===== config.mk =====
export PLATFORM = sky130hd
export DESIGN_NAME = fifo_ptr_ctrl
export DESIGN_NICKNAME = d
export VERILOG_FILES = /design/src/rtl/fifo_ptr_ctrl_pkg.sv /design/src/rtl/fifo_ptr_ctrl_ptr.sv /design/src/rtl/fifo_ptr_ctrl.sv
export SDC_FILE = /design/constraint.sdc
export NUM_CORES = 1
export LEC_CHECK = 0
export ABC_AREA = 1
export CORE_MARGIN = 8
export CORE_UTILIZATION = 25
export DETAILED_ROUTE_END_ITERATION = 8
export DONT_BUFFER_PORTS = 1
export GPL_ROUTABILITY_DRIVEN = 1
export PLACE_DENSITY = 0.47
export SETUP_SLACK_MARGIN = 0.3
export SYNTH_ARGS = -nofsm -noshare
export SYNTH_HDL_FRONTEND = slang
export SYNTH_SLANG_ARGS = --single-unit

===== constraint.sdc =====
create_clock -name clk -period 5.6 [get_ports clk]
set_clock_uncertainty 0.15 [all_clocks]
set_input_delay 1.12 -clock clk [delete_from_list [all_inputs] [get_ports clk]]
set_output_delay 1.12 -clock clk [all_outputs]
set_load 0.005 [all_outputs]

===== src/rtl/fifo_ptr_ctrl_pkg.sv =====
// Shared FIFO sizing: default address width and the rule for deriving
// the pointer/occupancy width from it.
package fifo_ptr_ctrl_pkg;

    localparam int FIFO_ADDR_W = 3;

    // One extra bit over the address gives the wrap bit and lets count reach depth.
    function automatic int fifo_cnt_w(input int addr_w);
        return addr_w + 1;
    endfunction

endpackage


===== src/rtl/fifo_ptr_ctrl_ptr.sv =====
// Single FIFO pointer: address in the low bits, wrap bit in the MSB,
// natural binary rollover toggles the wrap bit.
module fifo_ptr
    import fifo_ptr_ctrl_pkg::*;
#(
    parameter int CNT_W = fifo_cnt_w(FIFO_ADDR_W)
) (
    input  logic             clk,
    input  logic             reset_L,
    input  logic             inc,
    output logic [CNT_W-1:0] ptr
);

    localparam logic [CNT_W-1:0] PTR_ONE = CNT_W'(1);

    always_ff @(posedge clk or negedge reset_L) begin
        if (!reset_L) begin
            ptr <= '0;
        end else if (inc) begin
            ptr <= ptr + PTR_ONE;
        end
    end

endmodule


===== src/rtl/fifo_ptr_ctrl.sv =====
// FIFO pointer controller: accept/reject push and pop, drive storage
// strobes and addresses, and report occupancy, status and sticky errors.
module fifo_ptr_ctrl
    import fifo_ptr_ctrl_pkg::*;
#(
    parameter int ADDR_W = FIFO_ADDR_W,
    parameter int CNT_W  = fifo_cnt_w(ADDR_W)
) (
    input  logic              clk,
    input  logic              reset_L,
    input  logic              push,
    input  logic              pop,
    input  logic [CNT_W-1:0]  thr_af,
    input  logic [CNT_W-1:0]  thr_ae,
    output logic              wr_en,
    output logic              rd_en,
    output logic [ADDR_W-1:0] wr_addr,
    output logic [ADDR_W-1:0] rd_addr,
    output logic [CNT_W-1:0]  count,
    output logic              full,
    output logic              empty,
    output logic              almost_full,
    output logic              almost_empty,
    output logic              overflow,
    output logic              underflow
);

    logic [CNT_W-1:0] wr_ptr;
    logic [CNT_W-1:0] rd_ptr;
    logic             addr_eq;
    logic             wrap_eq;

    fifo_ptr #(.CNT_W(CNT_W)) u_wr_ptr (
        .clk     (clk),
        .reset_L (reset_L),
        .inc     (wr_en),
        .ptr     (wr_ptr)
    );

    fifo_ptr #(.CNT_W(CNT_W)) u_rd_ptr (
        .clk     (clk),
        .reset_L (reset_L),
        .inc     (rd_en),
        .ptr     (rd_ptr)
    );

    assign addr_eq = (wr_ptr[ADDR_W-1:0] == rd_ptr[ADDR_W-1:0]);
    assign wrap_eq = (wr_ptr[CNT_W-1] == rd_ptr[CNT_W-1]);

    assign empty   = addr_eq &  wrap_eq;
    assign full    = addr_eq & ~wrap_eq;
    assign count   = wr_ptr - rd_ptr;
    assign wr_addr = wr_ptr[ADDR_W-1:0];
    assign rd_addr = rd_ptr[ADDR_W-1:0];

    // Strobes are gated by reset so storage sees no writes while held in reset.
    assign rd_en = reset_L & pop & ~empty;
    assign wr_en = reset_L & push & (~full | rd_en);

    assign almost_full  = (count >= thr_af);
    assign almost_empty = (count <= thr_ae);

    always_ff @(posedge clk or negedge reset_L) begin
        if (!reset_L) begin
            overflow  <= 1'b0;
            underflow <= 1'b0;
        end else begin
            if (push & ~wr_en) overflow  <= 1'b1;
            if (pop  & ~rd_en) underflow <= 1'b1;
        end
    end

endmodule


Met1 routing:
The bar under the picture is 20 um long. Supply wires on this layer in gray.
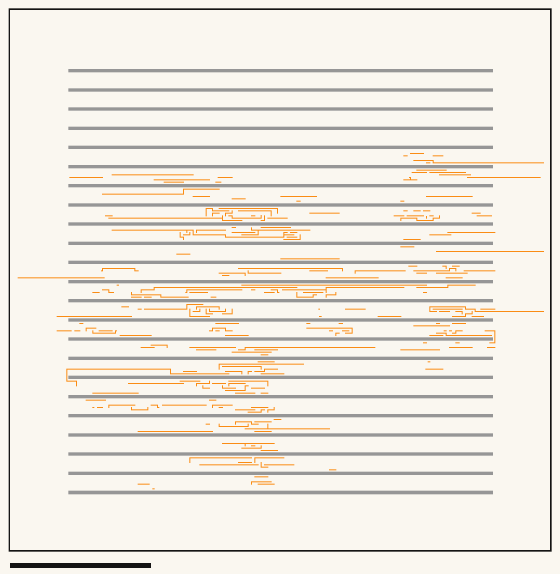
The layer carries 900 um of wire. The longest straight run is 26.2 um.

==> deck_impl_summary.md <==
Run Summary

Flow run
  • Max cap viols: 0

Placement
  • GPL Wtd Cong: ~0.7

Logic synthesis
  • YS chip area: 918 um^2
  • Yosys warns: 0
  • Synth Flop Type: dfrtp_1
  • AND-OR/OR-AND Cells, Area Fraction: between 4 and 5%

Routing
  • Post-DR wirelength/cell: between 10 and 15 um
  • 1st-pass router iterations: 4

Worst setup path
  • Reg-to-Reg Start: u_wr_ptr.ptr[0]
  • Slowest stage delay, CP: between 400 and 500 ps
  • Critical path, cell by cell: inv_1 -> ha_1 -> inv_1 -> fa_1 -> xor2_1 -> ha_1 -> nand2_1 -> o21ai_0 -> o21ai_0
  • CP delay by family, top: adder cells
  • CP max-delay cell: dfrtp_1

GRT
  • Overflow after GRT: 0
  • Initial antenna violation count: 0
  • Largest net degree at the start of global routing: 13

Pwr
  • Leak: approximately 0.55 nW

Final layout
  • Ant diodes: 0

Die
  • Io pins: 30

STA
  • Crit share post-route: 63.4%
  • Achievable frequency: around 0.28 GHz
  • Worst slew margin: between 70% and 80%

Clocking
  • Post-CTS Setup Repair Bufs: 0

Hold path
  • Hold Path End: underflow

Status
  • Outcome: complete, no violations
Met2 routing:
The bar under the picture is 20 um long.
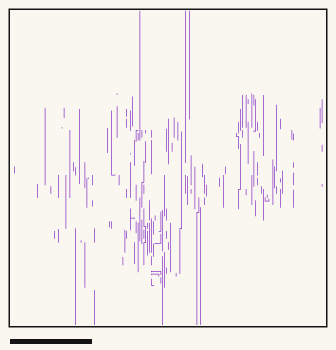
The layer holds 44% of the routed length. 107 nets have wire on it.

[cell families after synthesis]
kind of cell               Yosys count
DFF                                 10
xor gates and xnor gates             5
adders and majority gates           14
and+or+nand+nor                     53
buffers and inverters               31
AOI/OAI and AO/OA                    8
[state kept, by name (all words and copies together), names as in the netlist]
register / flops
overflow: 1
u_rd_ptr.ptr: 4
u_wr_ptr.ptr: 4
underflow: 1
[worst max-delay path by stage]
| stage | from | endpoint | depth (start not counted) |
|---|---|---|---|
| floorplan | u_wr_ptr.ptr[0] | almost_empty | 9 |
| global route | u_wr_ptr.ptr[0] | almost_empty | 9 |
| finish | u_wr_ptr.ptr[0] | almost_empty | 9 |
| detailed placement | u_wr_ptr.ptr[0] | almost_empty | 9 |
| CTS | u_wr_ptr.ptr[0] | almost_empty | 9 |
| global placement | u_wr_ptr.ptr[0] | almost_empty | 9 |
[per-stage QoR]
step	setup slack (ps)	hold slack, ps	cell area, um^2	utilization, %	std cells
final	2050	346	975	27.0	166
after global routing	1850	366	975	27.0	166
after CTS	2030	352	975	27.0	166
after detailed placement	2290	336	933	25.9	163
after global placement	2340	341	933	25.9	163
after floorplan	2550	307	918	-	121
[report_power, final]
| group | internal (mW) | switching, mW |
|---|---|---|
| logic | 0.177 | 0.285 |
| registers | 0.0989 | 0.0483 |
| clock network | 0.0472 | 0.0294 |
[tightest hold or removal path, delay by kind of cell, from the launching register on]
kind,cells,cell delay (ps)
flops,1,370
buf+inv,1,50
simple gates,1,50
[per-layer routing]
layer	global-route usage (%)	wire length (um)
met5	0	0
met4	4.04	39
met3	3.66	217
met2	11.3	919
met1	8.25	900
[final cells by class]
cell class,instances,area [um^2]
Fill cell,407,2630
Multi-Input combinational cell,80,527
Sequential cell,10,250
Inverter,25,96.3
Tap cell,48,60.1
Clock buffer,3,41.3
Power is estimated from default activity; no workload was simulated.
